==> config.mk <==
export PLATFORM = sky130hd
export DESIGN_NAME = match_event_logger_flat
export DESIGN_NICKNAME = d
export VERILOG_FILES = /design/src/rtl/match_event_logger_pkg.sv /design/src/rtl/match_event_logger_if.sv /design/src/rtl/match_event_logger_fifo.sv /design/src/rtl/match_event_logger.sv /design/src/flat_wrapper.sv
export SDC_FILE = /design/constraint.sdc
export NUM_CORES = 1
export LEC_CHECK = 0
export ABC_CLOCK_PERIOD_IN_PS = 2100
export CAP_MARGIN = 40
export CELL_PAD_IN_SITES_DETAIL_PLACEMENT = 2
export CELL_PAD_IN_SITES_GLOBAL_PLACEMENT = 2
export CORE_MARGIN = 2
export CORE_UTILIZATION = 35
export CTS_BUF_LIST = sky130_fd_sc_hd__clkbuf_2 sky130_fd_sc_hd__clkbuf_4 sky130_fd_sc_hd__clkbuf_8
export DETAILED_ROUTE_END_ITERATION = 6
export PLACE_DENSITY_LB_ADDON = 0.1
export SLEW_MARGIN = 20
export SYNTH_ARGS = -nofsm -noshare
export SYNTH_HDL_FRONTEND = slang
export SYNTH_SLANG_ARGS = --single-unit
==> constraint.sdc <==
create_clock -name clk -period 2.1 [get_ports clk]
set_input_delay 0.42 -clock clk [delete_from_list [all_inputs] [get_ports clk]]
set_output_delay 0.42 -clock clk [all_outputs]
set_load 0.03 [all_outputs]
### Clock nets

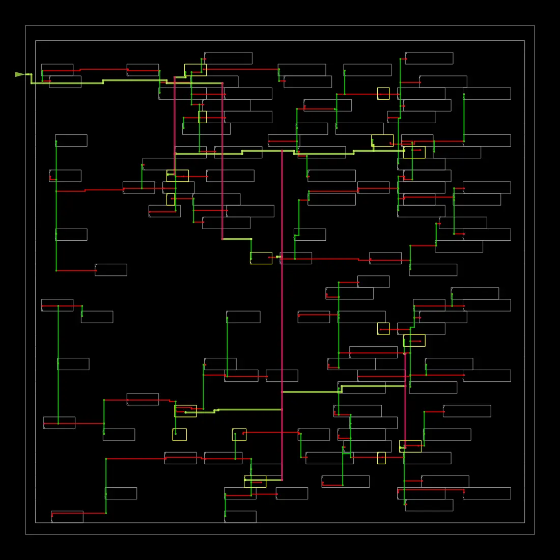
clock buffer instance count of the final layout: 11
Clock group: 0.00115 W
sequential cell count: 106

### Floorplan with the power grid

Pins as bars on the die edge.
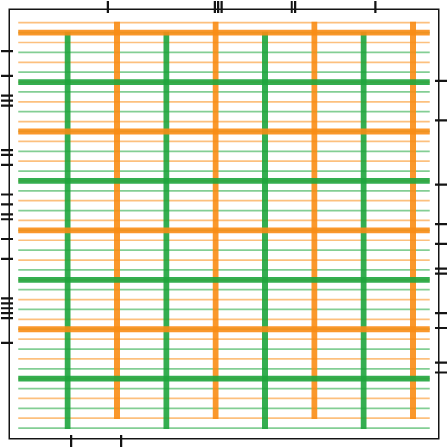
| colour | net |
|---|---|
| orange | VDD |
| green | VSS |
signal pins: 40
rows: 41
met5 straps: 8
die width: 117.7 um
worst vdd rail ir drop: 237.9 uV
height of the chip: 117.7 um

### Register map, names as in the netlist

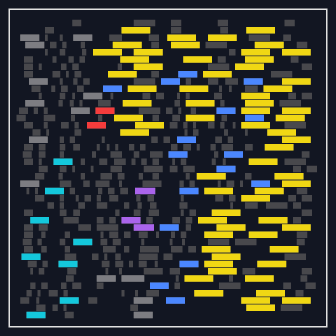
| colour | signal | flops |
|---|---|---|
| red | u_core.u_fifo.r_wr_ptr | 2 |
| yellow | u_core.u_fifo.r_mem | 64 |
| blue | u_core.r_pos | 16 |
| cyan | u_core.drop_count | 8 |
| purple | u_core.u_fifo.r_count | 3 |
not coloured: 13
Seq. pwr: 0.00226 W
area taken by flip-flops and latches: 2769 um^2

### Zoomed window

Window x 4 to 54, y 63 to 113 um. Cells in grey, sequential cells in the stronger grey; small squares are vias.
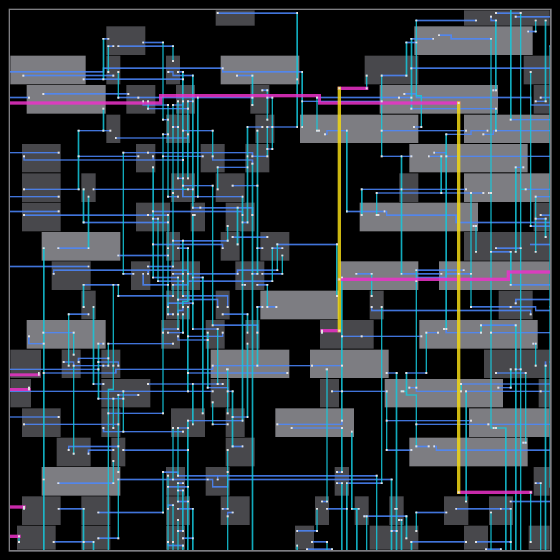
| colour | layer |
|---|---|
| yellow | met4 |
| cyan | met2 |
| blue | met1 |
| magenta | met3 |
cells with their middle in the window: 100
sequential cells in the window: 23
most frequent: edfxtp_1 (12), dfxtp_1 (11), clkdlybuf4s50_1 (10)

### Gate-type map

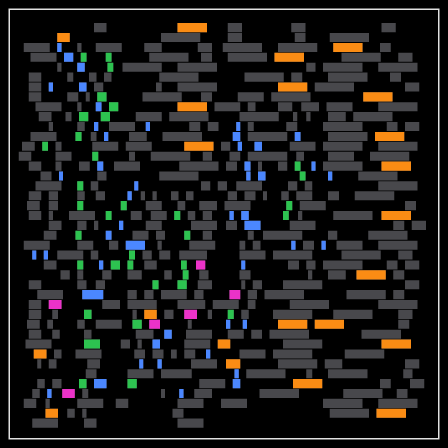
| colour | family | cells | most used |
|---|---|---|---|
| orange | multiplexers | 22 | mux4_2 |
| magenta | AND-OR and OR-AND gates | 6 | o211a_1 |
| green | inverting AOI/OAI gates | 35 | a21oi_1 |
| blue | NOR gates | 48 | nor2_1 |
fraction of area in multi-input gates: 30.30%
Non-Filler Instances: 594
most common cell after layout, fill and taps aside: sky130_fd_sc_hd__edfxtp_1

==> results_dict.tcl <==
# metrics dict for downstream scripts
set metrics [dict create \
    ys_seq_share_pct 61.01 \
    result_of_the_run "finished with violations" \
    highest-signal-layer "met4" \
    clk_path_buf_depth 2 \
    crit_path_dat_ns 1.73 \
    finalClockPeriodUsage_pct 102.4 \
    powerComb_w 0.000775 \
    met1_length_um 4790 \
    cp.buffers_inverters 2 \
    nNetsFinal 431 \
    post-route-cell-area_um2 5644 \
    grt_first_pass_wirelength_um 18040 \
    post_synth_main_logic_family "simple AND/OR/NAND/NOR gates" \
    fill_cells 1293 \
    combPwrFrac_pct 18.5 \
    core_area_um2 12620 \
    cts.sink_count 106 \
    n_antenna_cell 0 \
    worstPathRequired_ns 1.68 \
    simple_gate_area_share_pct 15.78 \
    post-route-drc-count 0 \
    power.clock.fraction_pct 27.5 \
    cts_setup_buffers 1 \
    warnings 31 \
    largest_reg_flops 64 \
    final-comb-area_um2 1710 \
    postCtsHoldBufs 0 \
    setup_viol 16 \
    floorplanUtilization_pct 35.88 \
    ys_async_sr_fraction_pct 0 \
    ys_cells 347 \
    synth-warning-count 0 \
    worst_slack_ns -0.05032 \
    worstHoldPathCells 2 \
    totalWireLength_um 10940 \
    grt_use_met3_pct 3.585 \
    critPathCaptureType "output port" \
    critical_path_depth 4 \
    slew_headroom_pct 72.81 \
    p_leak_nw 2.104 \
    rsz0062_at_grt "true" \
    clock_area_share_pct 3.037 \
    routed_wire_length_per_instance_um 18.42 \
    compound_area_share_pct 5.747 \
    seq_power_share_pct 54.0 \
    synth_area_um2 4528 \
    xor_share_pct 3.288 \
    ys_seq_elements 106 \
    dominant_cells "registers" \
    synth_adder_area_share_pct 2.376 \
    hold_violations 0 \
    internal_power_w 0.003059 \
    netlist_top_cells_count "sky130_fd_sc_hd__edfxtp_1, sky130_fd_sc_hd__dfxtp_1, sky130_fd_sc_hd__nor2_1" \
    core.rowCount 41 \
    layout_min_cycle_time_ns 2.150 \
    chip_area_from_the_yosys_synthesis_statistics_um2 4528 \
    postSynthAreaPerCell_um2 13.05 \
    power_switching_w 0.001125 \
    dpl_worst_slack_ns -0.2773 \
    top_area_share_pct 42.44 \
    cp-start-kind "register" \
    synth.most_common_cell "sky130_fd_sc_hd__edfxtp_1" \
    hpwl_um 7443 \
    synth_cell_type_count 49 \
    crit_chain "buf_12 -> mux4_2 -> and2_4 -> buf_6" \
    worst_clock_skew_ns 0.008500 \
    worstMarginPinSlew_ns 0.4041 \
    crit_path_top_delay_cell "sky130_fd_sc_hd__mux4_2" \
    layout.cells.most_common_list "sky130_fd_sc_hd__edfxtp_1, sky130_fd_sc_hd__dfxtp_1, sky130_fd_sc_hd__buf_4" \
    clock_tree_from_tritoncts "done" \
    mux_area_share_pct 9.312 \
    vias 3023 \
    number_of_enable_type_register_cells_in_the_synthesized_netlist 64 \
    yosys-top-cells-area "sky130_fd_sc_hd__edfxtp_1, sky130_fd_sc_hd__dfxtp_1, sky130_fd_sc_hd__mux4_2" \
    dr_iter_0_viols 128 \
    post-synth-top-area-cell "sky130_fd_sc_hd__edfxtp_1" \
    grt_util_met2_pct 30.67 \
    non_clock_buffer_area_share_pct 13.12 \
    fmax_ghz 0.4650 \
    cts.htree.levels 3 \
    non_clk_bufs 75 \
    global_route.overflow_total 0 \
    antenna_found_initial 0 \
    clkLatencyLatePin_ns 0.38 \
    timing.reg2reg.worst_path_depth 9 \
    timing.hold.worst.class "reg -> reg" \
    crit_fanout 8 \
    ctsResizeCount 131 \
    violated_checks "setup timing" \
    placement.cell_area_um2 5369 \
    critical_path.max_stage_delay_ns 0.51 \
    leading_power_group "registers" \
    cap_viol_max_count 0 \
    flow.area_growth_from_synthesis_pct 24.65 \
    post_synth_inst_count 347 \
    critPathTopFamily "multiplexers" \
    power.switching_fraction_pct 26.89 \
    placement.io_buffers 39 \
    timing.final.max_slew_violations 0 \
    globalRouteTotalUtil_pct 16.87 \
    grt_max_degree 18 \
    design.die.area_um2 13860 \
    layout_cells_sized_above_1_pct 28.44 \
    seq_share_pct 49.06 \
]
## cell families after synthesis
group                    after synthesis
AND-OR/OR-AND                         41
XOR/XNOR                              17
adder cells (fa/ha/maj)                8
buffers and inverters                 26
flip-flops                           106
multiplexers                          22
AND/OR/NAND/NOR                      127
## stage by stage
stage | power (W) | util (%) | TNS, ns | hold WS [ns] | std cells
after floorplan | 0.002703 | - | 0 | 0.4748 | 347
final | 0.004184 | 44.73 | -0.4865 | 0.4795 | 594
after CTS | 0.004268 | 44.78 | -1.829 | 0.4875 | 595
after global placement | 0.002973 | 42.54 | -9.177 | 0.4592 | 577
after detailed placement | 0.002993 | 42.54 | -12.60 | 0.4650 | 577
after global routing | 0.004397 | 44.73 | -1.739 | 0.5143 | 594
Power is estimated from default activity; no workload was simulated.
